===== src/rtl/rom_fetch_queue.sv =====
// Instruction fetch unit: walks IP through program ROM and buffers {addr, word} in a DEPTH-entry queue.
// Optional grant-wait timeout with sticky fetch_err is enabled by defining FETCH_TIMEOUT_EN.
module rom_fetch_queue #(
    parameter int unsigned DATA_W  = 14,
    parameter int unsigned ADDR_W  = 12,
    parameter int unsigned DEPTH   = 4,
    parameter int unsigned TIMEOUT = 15
) (
    input  logic                     clk,
    input  logic                     reset_n,
    input  logic                     pause_READ,
    input  logic                     jump,
    input  logic [ADDR_W-1:0]        jump_addr,
    output logic                     rom_rd,
    output logic [ADDR_W-1:0]        rom_addr,
    input  logic                     rom_rd_garant,
    input  logic [DATA_W-1:0]        rom_data,
    output logic                     cmd_valid,
    input  logic                     cmd_ready,
    output logic [DATA_W-1:0]        cmd_data,
    output logic [ADDR_W-1:0]        cmd_addr,
    output logic [$clog2(DEPTH):0]   level,
    output logic                     fetch_err
);

    localparam int unsigned PTR_W = $clog2(DEPTH);
    localparam int unsigned LVL_W = PTR_W + 1;

    localparam logic [0:0] IDLE = 1'b0;
    localparam logic [0:0] REQ  = 1'b1;

    generate
        if (DEPTH < 2 || DEPTH > 16 || (DEPTH & (DEPTH - 1)) != 0 ||
            TIMEOUT < 1 || TIMEOUT > 255) begin : g_bad_params
            $error("rom_fetch_queue: illegal DEPTH or TIMEOUT");
        end
    endgenerate

    logic [0:0]        state;
    logic [ADDR_W-1:0] ip;
    logic [DATA_W-1:0] q_data [DEPTH];
    logic [ADDR_W-1:0] q_addr [DEPTH];
    logic [PTR_W-1:0]  rd_ptr;
    logic [PTR_W-1:0]  wr_ptr;
    logic              pop;
    logic              grant;
    logic              push;
    logic              issue;
    logic              timeout;
    logic [LVL_W-1:0]  level_next;

    assign cmd_valid  = (level != '0);
    assign pop        = cmd_valid && cmd_ready;
    assign grant      = (state == REQ) && rom_rd_garant;
    assign push       = grant && !jump;
    // Occupancy after this edge; a new request is issued only if a slot stays free for its data.
    assign level_next = level - LVL_W'(pop) + LVL_W'(push);
    assign issue      = !pause_READ && !jump && (level_next < LVL_W'(DEPTH));
    assign cmd_data   = q_data[rd_ptr];
    assign cmd_addr   = q_addr[rd_ptr];

`ifdef FETCH_TIMEOUT_EN
    logic [7:0] wait_cnt;

    // Fires on the TIMEOUT-th ungranted cycle, so rom_rd stays high for TIMEOUT cycles.
    assign timeout = (state == REQ) && !rom_rd_garant && (wait_cnt == 8'(TIMEOUT - 1));

    always_ff @(posedge clk or negedge reset_n) begin
        if (!reset_n) begin
            wait_cnt  <= '0;
            fetch_err <= 1'b0;
        end else if (jump) begin
            wait_cnt  <= '0;
            fetch_err <= 1'b0;
        end else if (state == REQ && !rom_rd_garant) begin
            if (timeout) begin
                wait_cnt  <= '0;
                fetch_err <= 1'b1;
            end else begin
                wait_cnt  <= wait_cnt + 1'b1;
            end
        end else begin
            wait_cnt <= '0;
        end
    end
`else
    assign timeout   = 1'b0;
    assign fetch_err = 1'b0;
`endif

    always_ff @(posedge clk or negedge reset_n) begin
        if (!reset_n) begin
            state    <= IDLE;
            rom_rd   <= 1'b0;
            rom_addr <= '0;
            ip       <= '0;
            level    <= '0;
            rd_ptr   <= '0;
            wr_ptr   <= '0;
        end else if (jump) begin
            state  <= IDLE;
            rom_rd <= 1'b0;
            ip     <= jump_addr;
            level  <= '0;
            rd_ptr <= '0;
            wr_ptr <= '0;
        end else begin
            level <= level_next;
            if (pop)  rd_ptr <= rd_ptr + 1'b1;
            if (push) wr_ptr <= wr_ptr + 1'b1;
            case (state)
                IDLE: begin
                    if (issue) begin
                        state    <= REQ;
                        rom_rd   <= 1'b1;
                        rom_addr <= ip;
                    end
                end
                REQ: begin
                    if (grant) begin
                        ip <= ip + 1'b1;
                        if (issue) begin
                            rom_addr <= ip + 1'b1;
                        end else begin
                            state  <= IDLE;
                            rom_rd <= 1'b0;
                        end
                    end else if (timeout) begin
                        state  <= IDLE;
                        rom_rd <= 1'b0;
                    end
                end
                default: begin
                    state  <= IDLE;
                    rom_rd <= 1'b0;
                end
            endcase
        end
    end

    always_ff @(posedge clk) begin
        if (push) begin
            q_data[wr_ptr] <= rom_data;
            q_addr[wr_ptr] <= ip;
        end
    end

endmodule


===== config.mk =====
export PLATFORM = sky130hd
export DESIGN_NAME = rom_fetch_queue
export DESIGN_NICKNAME = d
export VERILOG_FILES = /design/src/rtl/rom_fetch_queue.sv
export SDC_FILE = /design/constraint.sdc
export NUM_CORES = 1
export LEC_CHECK = 0
export CAP_MARGIN = 5
export CELL_PAD_IN_SITES_DETAIL_PLACEMENT = 1
export CELL_PAD_IN_SITES_GLOBAL_PLACEMENT = 1
export CORE_MARGIN = 10
export CORE_UTILIZATION = 45
export DETAILED_ROUTE_END_ITERATION = 12
export MAX_ROUTING_LAYER = met4
export PLACE_DENSITY = 0.76
export REMOVE_ABC_BUFFERS = 1
export SETUP_SLACK_MARGIN = 0.3
export SLEW_MARGIN = 10
export SYNTH_ARGS = -nofsm -noshare
export SYNTH_HDL_FRONTEND = slang
export SYNTH_SLANG_ARGS = --single-unit
export TNS_END_PERCENT = 5

===== constraint.sdc =====
create_clock -name clk -period 3.2 [get_ports clk]
set_input_delay 0.64 -clock clk [delete_from_list [all_inputs] [get_ports clk]]
set_output_delay 0.64 -clock clk [all_outputs]
set_load 0.02 [all_outputs]

placement.png
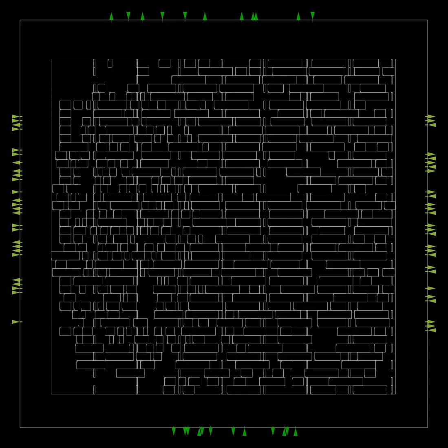
fill cell total of the finished layout: 1,129
Seq area share: 54.56%

wires.png
Scale: 3 px per um. Only two layers are drawn.
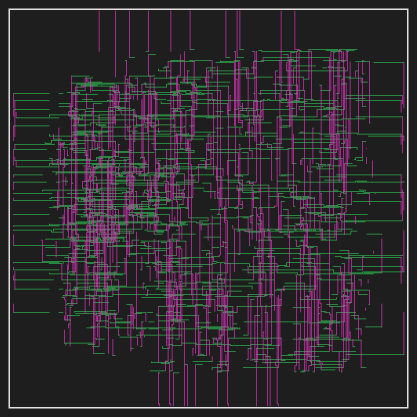
[magenta] metal 2 | wire length: 6,780 um
[green] metal 1 | wire length: 5,810 um
WL final: 13.19 mm
GRT Total Usage: 16.03%

==> run summary <==
Status: completed
Final setup TNS: 0 ns
Placed inst area: 0.006653 sq mm
Buffers and inverters on the worst path: 4
Crit path top cell by count: inv_1
Yosys top cell by area: edfxtp_1
Min-delay src: rom_addr[2]$_DFFE_PN0P_
FP Rows: 40
Tool warnings: 30
Metal3 WL: 524 um
Multi-input logic area: 0.001582 sq mm
Flop Count: 137
Ratio of cells with drive above 1 in the final layout: 19.36%
RSZ-0062 raised after global routing: true
Synth logic family: multiplexers
Combinational gate count: 167
Initial antenna violation count: 0
Max Used Layer: met4
Busiest grt layer: met2
Yosys cell types: 46
Critical path, cell by cell: clkdlybuf4s50_1, nand2_1, nor2_1, inv_1, ha_1, inv_1, ha_1, inv_1, fa_1, xnor3_1, and3_4, mux2_2
TAP cells: 168
Final Setup Violations: 0
Main synth FF type: edfxtp_1
Slew margin rel.: 51.85%
Top cells by count: edfxtp_1 (104), dfrtp_1 (33), mux4_2 (26)
Hold buffers post-CTS: 0
FA/HA/MAJ Cells, Area Fraction: 1.895%
Biggest regs: q_data: 56 flops, q_addr: 48 flops
Worst setup margin: 0.3383 ns
Logic share of the area: 21.83%
GR Util met2: 25.61%
Clock power frac: 31.4%
Final tally of max-slew violations: 0
Clock-pin slew on the worst setup and hold paths: 0.05 ns
Vias/cell: 5.471
Routability Congestion: 0.8006
CP arrival: 3.16 ns
Worst path top cell family by delay: adder cells
ANT cells: 0
Final antenna-violating net count: 0
Worst Path Max Fanout: 6
R2R Path Start: level[1]$_DFF_PN0_
Fp_density: 46.69%
Total number of vias: 3,321
Vias in the first global route: 3,580
Hpwl dp: 8.684 mm
Pwr Total: 5.852 mW
Switch Pwr: 1.734 mW
Slew @ Worst Pin: 0.7202 ns
Clock Sinks: 137
Worst-skew pair later-pin latency: 0.42 ns
Signal buffers: 93
Ys async rst share: 24.09%
GR Util met3: 4.573%
Worst reg2reg path depth: 9
Pin count of the biggest net entering global routing: 34
Number of port buffers: 74
First-pass GRT wire length: 21.12 mm
Top Consumer: sequential cells
Die Y: 132.3 um
Non-clk invs: 10
Crit Path Class: in -> reg
Sequential share of the synthesized area: 69.55%
Sequential Power: 2.28 mW
Min cycle time layout: 2.862 ns
Simple Share, Synth: 6.875%
Largest type area fraction: 55.00%
P_comb: 1.74 mW
Root Driver: clkbuf_16
Post-place setup slack: -0.1174 ns
Xor/xnor share: 1.631%
CTS resizes: 2
Syn Area/Cell: 16.90 sq um
==> through the flow <==
step | cells | hold WS, ns
5_1_grt | 607 | 0.5652
6_report | 607 | 0.5437
3_3_place_gp | 572 | 0.5203
3_5_place_dp | 572 | 0.5212
2_1_floorplan | 314 | 0.3444
4_1_cts | 604 | 0.5411
==> cells in the final DEF, fill, tap and decap left out, types with 7 or more instances in the layout <==
master | netlist | layout
mux4_2 | 26 | 26
nand2_1 | 13 | 13
a31oi_1 | 19 | 19
o31ai_1 | 7 | 7
clkdlybuf4s50_1 | 0 | 73
nor2_1 | 12 | 12
ha_1 | 7 | 7
or4_1 | 10 | 10
edfxtp_1 | 104 | 104
inv_1 | 10 | 10
clkbuf_16 | 0 | 17
buf_4 | 3 | 18
o21ai_0 | 10 | 10
dfrtp_1 | 33 | 32
Power figures rest on the tool's default switching activity, not on a simulated workload.
